## config.mk

```make
export PLATFORM = sky130hd
export DESIGN_NAME = inst_dispatcher_flat
export DESIGN_NICKNAME = d
export VERILOG_FILES = /design/src/rtl/inst_dispatcher_if.sv /design/src/rtl/inst_dispatcher.sv /design/src/flat_wrapper.sv
export SDC_FILE = /design/constraint.sdc
export NUM_CORES = 1
export LEC_CHECK = 0
export CORE_ASPECT_RATIO = 1.75
export CORE_MARGIN = 1
export CORE_UTILIZATION = 63
export DETAILED_ROUTE_END_ITERATION = 10
export MAX_ROUTING_LAYER = met4
export PLACE_DENSITY_LB_ADDON = 0.1
export SYNTH_ARGS = -nofsm -noshare
export SYNTH_HDL_FRONTEND = slang
export SYNTH_SLANG_ARGS = --single-unit
export TNS_END_PERCENT = 100
```

## constraint.sdc

```tcl
create_clock -name clk -period 7.72 [get_ports clk]
set_input_delay 1.544 -clock clk [delete_from_list [all_inputs] [get_ports clk]]
set_output_delay 1.544 -clock clk [all_outputs]
set_load 0.05 [all_outputs]
```

## src/rtl/inst_dispatcher_if.sv

```systemverilog
// Handshake bundle between the instruction dispatcher, its host and the three
// execution units (index 0 = mem, 1 = mul, 2 = codec).
interface inst_dispatcher_if #(
    parameter int INST_WIDTH = 28
);
    logic [INST_WIDTH-1:0] inst_in;
    logic                  inst_valid;
    logic                  inst_ready;
    logic [INST_WIDTH-1:0] unit_inst;
    logic [2:0]            unit_valid;
    logic [2:0]            unit_ready;
    logic [2:0]            unit_done;
    logic [2:0]            unit_busy;

    modport master (
        output inst_in, inst_valid, unit_ready, unit_done,
        input  inst_ready, unit_inst, unit_valid, unit_busy
    );

    modport slave (
        input  inst_in, inst_valid, unit_ready, unit_done,
        output inst_ready, unit_inst, unit_valid, unit_busy
    );
endinterface

```

## src/rtl/inst_dispatcher.sv

```systemverilog
// In-order instruction dispatcher: FIFO, opcode decode, per-unit busy tracking,
// fence and illegal-opcode trap. Define DISPATCH_PERF_EN for stall/issue counters.
module inst_dispatcher #(
    parameter int INST_WIDTH = 28,
    parameter int DEPTH      = 8,
    parameter int CNT_WIDTH  = 4
) (
    input  logic                  clk,
    input  logic                  rstn,
    inst_dispatcher_if.slave      bus,
    output logic                  idle,
    output logic [CNT_WIDTH-1:0]  fifo_count,
    output logic                  err,
    output logic [INST_WIDTH-1:0] err_inst
`ifdef DISPATCH_PERF_EN
    ,
    output logic [31:0]           stall_cycles,
    output logic [15:0]           issued_cnt
`endif
);
    localparam int PTR_W = $clog2(DEPTH);

    localparam logic [1:0] ST_IDLE  = 2'd0;
    localparam logic [1:0] ST_ISSUE = 2'd1;
    localparam logic [1:0] ST_FENCE = 2'd2;

    logic [INST_WIDTH-1:0] mem_q [DEPTH];
    logic [PTR_W-1:0]      wr_ptr_q, rd_ptr_q;
    logic [CNT_WIDTH-1:0]  count_q, count_d;
    logic [1:0]            state_q, state_d;
    logic [INST_WIDTH-1:0] unit_inst_q, unit_inst_d;
    logic [2:0]            unit_valid_q, unit_valid_d;
    logic [2:0]            unit_busy_q, unit_busy_d;
    logic                  err_q, err_d;
    logic [INST_WIDTH-1:0] err_inst_q, err_inst_d;

    logic                  full_s, empty_s, push_s, pop_s, hs_s;
    logic [INST_WIDTH-1:0] head_s;
    logic [2:0]            opcode_s, unit_sel_s;
    logic                  fence_s, illegal_s;

    assign full_s   = (count_q == CNT_WIDTH'(DEPTH));
    assign empty_s  = (count_q == {CNT_WIDTH{1'b0}});
    assign push_s   = bus.inst_valid && !full_s;
    assign head_s   = mem_q[rd_ptr_q];
    assign opcode_s = head_s[INST_WIDTH-1 -: 3];
    assign hs_s     = (state_q == ST_ISSUE) && ((unit_valid_q & bus.unit_ready) != 3'b000);

    // Opcode decode of the FIFO head into a one-hot target unit or a special op
    always_comb begin
        unit_sel_s = 3'b000;
        fence_s    = 1'b0;
        illegal_s  = 1'b0;
        case (opcode_s)
            3'b000:         unit_sel_s = 3'b001;
            3'b100, 3'b101: unit_sel_s = 3'b010;
            3'b110:         unit_sel_s = 3'b100;
            3'b111:         fence_s    = 1'b1;
            default:        illegal_s  = 1'b1;
        endcase
    end

    // Busy flags: a same-cycle handshake wins over a done pulse for that unit
    always_comb begin
        unit_busy_d = unit_busy_q & ~bus.unit_done;
        if (hs_s) begin
            unit_busy_d = unit_busy_d | unit_valid_q;
        end else begin
            unit_busy_d = unit_busy_d;
        end
    end

    // Dispatch FSM next-state and pop decision
    always_comb begin
        state_d      = state_q;
        unit_valid_d = unit_valid_q;
        unit_inst_d  = unit_inst_q;
        err_d        = err_q;
        err_inst_d   = err_inst_q;
        pop_s        = 1'b0;
        case (state_q)
            ST_IDLE: begin
                if (empty_s) begin
                    state_d = ST_IDLE;
                end else if (fence_s) begin
                    pop_s   = 1'b1;
                    state_d = ST_FENCE;
                end else if (illegal_s) begin
                    pop_s = 1'b1;
                    err_d = 1'b1;
                    if (!err_q) begin
                        err_inst_d = head_s;
                    end else begin
                        err_inst_d = err_inst_q;
                    end
                end else if ((unit_sel_s & unit_busy_q) == 3'b000) begin
                    unit_inst_d  = head_s;
                    unit_valid_d = unit_sel_s;
                    state_d      = ST_ISSUE;
                end else begin
                    state_d = ST_IDLE;
                end
            end
            ST_ISSUE: begin
                if (hs_s) begin
                    pop_s        = 1'b1;
                    unit_valid_d = 3'b000;
                    state_d      = ST_IDLE;
                end else begin
                    state_d = ST_ISSUE;
                end
            end
            ST_FENCE: begin
                if (unit_busy_d == 3'b000) begin
                    state_d = ST_IDLE;
                end else begin
                    state_d = ST_FENCE;
                end
            end
            default: begin
                state_d      = ST_IDLE;
                unit_valid_d = 3'b000;
            end
        endcase
    end

    // Occupancy update; simultaneous push and pop leave it unchanged
    always_comb begin
        case ({push_s, pop_s})
            2'b10:   count_d = count_q + CNT_WIDTH'(1);
            2'b01:   count_d = count_q - CNT_WIDTH'(1);
            default: count_d = count_q;
        endcase
    end

    // State, FIFO storage and output registers
    always_ff @(posedge clk or negedge rstn) begin
        if (!rstn) begin
            for (int i = 0; i < DEPTH; i++) begin
                mem_q[i] <= {INST_WIDTH{1'b0}};
            end
            wr_ptr_q     <= {PTR_W{1'b0}};
            rd_ptr_q     <= {PTR_W{1'b0}};
            count_q      <= {CNT_WIDTH{1'b0}};
            state_q      <= ST_IDLE;
            unit_inst_q  <= {INST_WIDTH{1'b0}};
            unit_valid_q <= 3'b000;
            unit_busy_q  <= 3'b000;
            err_q        <= 1'b0;
            err_inst_q   <= {INST_WIDTH{1'b0}};
        end else begin
            if (push_s) begin
                mem_q[wr_ptr_q] <= bus.inst_in;
                wr_ptr_q        <= wr_ptr_q + PTR_W'(1);
            end
            if (pop_s) begin
                rd_ptr_q <= rd_ptr_q + PTR_W'(1);
            end
            count_q      <= count_d;
            state_q      <= state_d;
            unit_inst_q  <= unit_inst_d;
            unit_valid_q <= unit_valid_d;
            unit_busy_q  <= unit_busy_d;
            err_q        <= err_d;
            err_inst_q   <= err_inst_d;
        end
    end

    assign bus.inst_ready = !full_s;
    assign bus.unit_inst  = unit_inst_q;
    assign bus.unit_valid = unit_valid_q;
    assign bus.unit_busy  = unit_busy_q;
    assign idle           = empty_s && (unit_busy_q == 3'b000) && (state_q == ST_IDLE);
    assign fifo_count     = count_q;
    assign err            = err_q;
    assign err_inst       = err_inst_q;

`ifdef DISPATCH_PERF_EN
    logic [31:0] stall_cycles_q;
    logic [15:0] issued_cnt_q;
    logic        stall_s;

    assign stall_s = (state_q == ST_FENCE) ||
                     ((state_q == ST_IDLE) && !empty_s && !fence_s && !illegal_s &&
                      ((unit_sel_s & unit_busy_q) != 3'b000));

    // Saturating performance counters
    always_ff @(posedge clk or negedge rstn) begin
        if (!rstn) begin
            stall_cycles_q <= 32'd0;
            issued_cnt_q   <= 16'd0;
        end else begin
            if (stall_s && (stall_cycles_q != 32'hFFFF_FFFF)) begin
                stall_cycles_q <= stall_cycles_q + 32'd1;
            end
            if (hs_s && (issued_cnt_q != 16'hFFFF)) begin
                issued_cnt_q <= issued_cnt_q + 16'd1;
            end
        end
    end

    assign stall_cycles = stall_cycles_q;
    assign issued_cnt   = issued_cnt_q;
`endif
endmodule

```

## src/flat_wrapper.sv

```systemverilog
// flat-port wrapper written by rule: the top's interface ports become plain ports
module inst_dispatcher_flat 
#(
    parameter int INST_WIDTH = 28,
    parameter int DEPTH      = 8,
    parameter int CNT_WIDTH  = 4
)
  (clk, rstn, idle, fifo_count, err, err_inst, bus_inst_in, bus_inst_valid, bus_unit_ready, bus_unit_done, bus_inst_ready, bus_unit_inst, bus_unit_valid, bus_unit_busy);
  inst_dispatcher_if #(.INST_WIDTH(INST_WIDTH)) bus_i ();
  input  logic clk;
  input  logic rstn;
  output logic idle;
  output logic [CNT_WIDTH-1:0] fifo_count;
  output logic err;
  output logic [INST_WIDTH-1:0] err_inst;
  input wire logic [$bits(bus_i.inst_in)-1:0] bus_inst_in;
  input wire logic [$bits(bus_i.inst_valid)-1:0] bus_inst_valid;
  input wire logic [$bits(bus_i.unit_ready)-1:0] bus_unit_ready;
  input wire logic [$bits(bus_i.unit_done)-1:0] bus_unit_done;
  output wire logic [$bits(bus_i.inst_ready)-1:0] bus_inst_ready;
  output wire logic [$bits(bus_i.unit_inst)-1:0] bus_unit_inst;
  output wire logic [$bits(bus_i.unit_valid)-1:0] bus_unit_valid;
  output wire logic [$bits(bus_i.unit_busy)-1:0] bus_unit_busy;
  assign bus_i.inst_in = bus_inst_in;
  assign bus_i.inst_valid = bus_inst_valid;
  assign bus_i.unit_ready = bus_unit_ready;
  assign bus_i.unit_done = bus_unit_done;
  assign bus_inst_ready = bus_i.inst_ready;
  assign bus_unit_inst = bus_i.unit_inst;
  assign bus_unit_valid = bus_i.unit_valid;
  assign bus_unit_busy = bus_i.unit_busy;
  inst_dispatcher #(.INST_WIDTH(INST_WIDTH), .DEPTH(DEPTH), .CNT_WIDTH(CNT_WIDTH)) u_core (.clk(clk), .rstn(rstn), .bus(bus_i), .idle(idle), .fifo_count(fifo_count), .err(err), .err_inst(err_inst));
endmodule
```

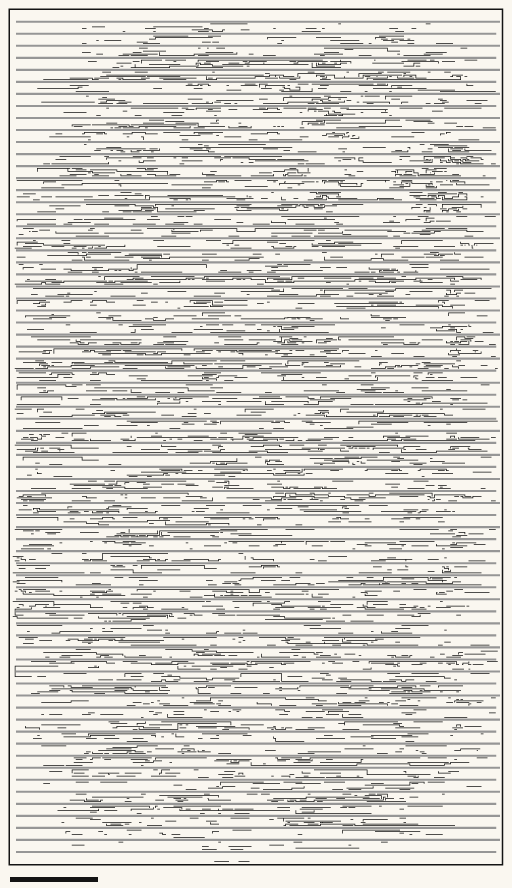
Figure 1: M1 wires.
Bar = 20 um. Supply wires on this layer in grey.
nets with wire on the layer = 930
main direction = horizontal

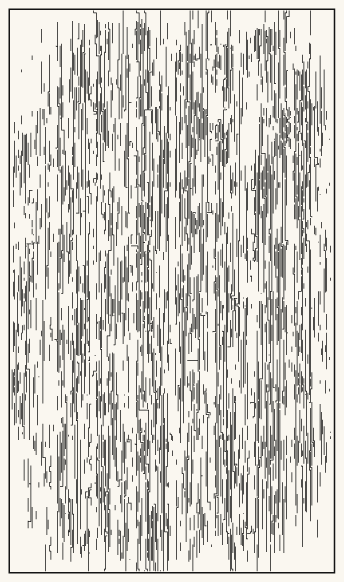
Figure 2: the metal 2 layer.
longest straight run = 105 um
main direction = vertical
share of all routed wire = 55%

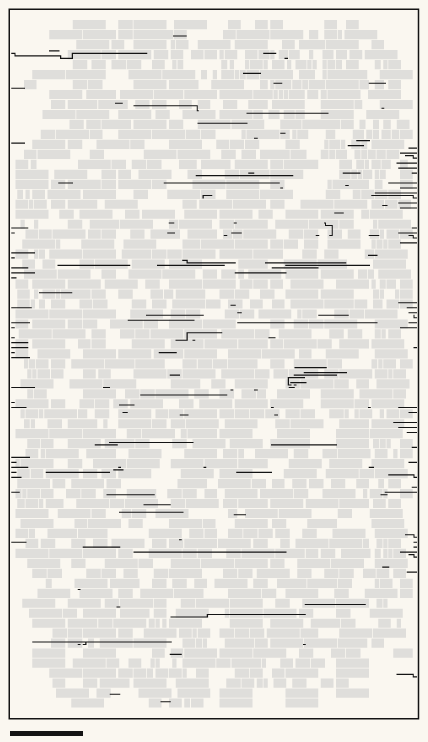
Figure 3: signal wires on met3.
Bar = 20 um.
share of all routed wire = 3.8%
main direction = horizontal
longest straight run = 41.4 um

==> ci_impl_report.md <==
## Implementation flow summary

| Metric | Value |
|---|---|
| Grt met2 use | `0.518` |
| Cell area leaders | `dfrtp_1 (57%), mux2_2 (20%), mux4_2 (9.6%)` |
| RR Endpoint | `u_core.fifo_count[3]$_DFFE_PN0P_` |
| Die area | `21500 um2` |
| Clock-cell share | `0.0593` |
| Top pwr grp | `combinational logic` |
| Outcome | `finished, violations left` |
| M1 wire length | `10.6 mm` |
| CP max-delay cell | `clkdlybuf4s50_1` |
| Global route overflow | `0` |
| Buffers on Ports | `105` |
| Non-clk buf share | `0.0759` |
| Die span in x | `111 um` |
| Signal buffers | `119` |
| DR WL met2 | `15.6 mm` |
| Initial drt markers | `409` |
| # rows | `69` |
| # Post-CTS Setup Buffers | `0` |
| GR Util met1 | `0.316` |
| Most instantiated logic cell after routing | `dfrtp_1` |
| WS Path Type | `flip-flop to output pin` |
| Violated checks | `design-rule violations` |
| Placed Cells incl. Taps | `1185` |
| Tmin final | `4240 ps` |
| DR pass1 iterations | `7` |
| Tot Pwr | `7.75 mW` |
| Logic family by area | `multiplexers` |
| Root Buffer | `clkbuf_16` |
| Cell total in the yosys stat output | `868` |
| AO/OA Area Share | `0.0248` |
| Largest Register | `u_core.mem_q` |
| # DRC | `16` |
| Post-synthesis register bit count | `299` |
| Crit path from | `u_core.fifo_count[3]$_DFFE_PN0P_` |
| TNS Setup | `0 ps` |
| Count leader, synth | `dfrtp_1` |
| Clock Pin Slew Worst Setup and Hold Paths | `60 ps` |
| Final core utilization | `0.751` |
| Sequential Power Share | `0.373` |
| Worst reg2reg path depth | `11` |
| Clk buf depth | `3` |
| Busiest metal layer after global routing | `met2` |
| P&R area growth vs syn | `16.5%` |
| Multi-input gates | `486` |
| Max reg flops | `224` |
| Total core area | `20400 um2` |
| # Taps | `248` |
| Ant. Diodes | `0` |
| Post_cts resized | `0` |
| Post-synthesis mux area share | `0.337` |
| Cts hold-fix bufs | `0` |
| Slew headroom | `0.163` |
| Post-Synth Adder-Cell Area | `0.00705` |
| Logic cell area | `5310 um2` |
| Worst R2R Setup Slack | `3700 ps` |
| # IOs | `106` |
| Met3 usage in global routing | `0.0375` |
| P_clk | `1.38 mW` |
| Crit start category | `flip-flop` |
| Comb pwr | `3.48 mW` |
| Hold Path Sink | `u_core.bus.unit_inst[27]$_DFFE_PN0P_` |
| Min setup slack post-route | `3480 ps` |
| Cell family contributing the most delay on the critical path | `simple AND/OR/NAND/NOR gates` |
| Clock latency on the worst-skew pair | `530 ps` |
| Power Dens Cells | `507 nW/um2` |
| Largest net degree at the start of global routing | `136` |
| Dpl hpwl | `17.5 mm` |
| Internal power | `4.89 mW` |
| Worst Hold Slack | `490 ps` |
| Global-route wire length before repair | `45.9 mm` |
| Hold Crit Depth | `1` |
| Period utilization | `0.549` |
| Yosys warnings | `0` |
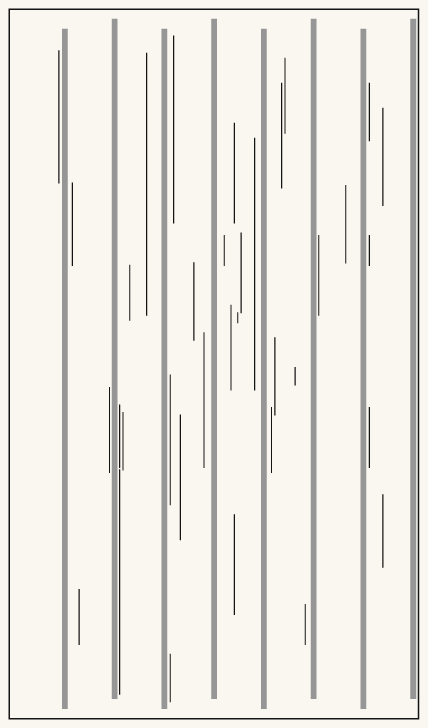
Figure 4: met4 routing.
Supply wires on this layer in grey.
wire length on this layer = 879 um
main direction = vertical

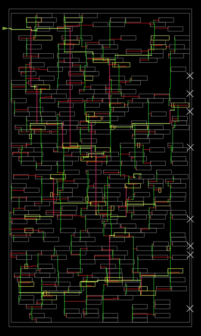
Figure 5: clock routing.
CTS Buf Count: 27
CTS sink count: 299
flop count: 299
clk_skew: 18.0 ps
clkbuf count: 38

Power is estimated from default activity; no workload was simulated.
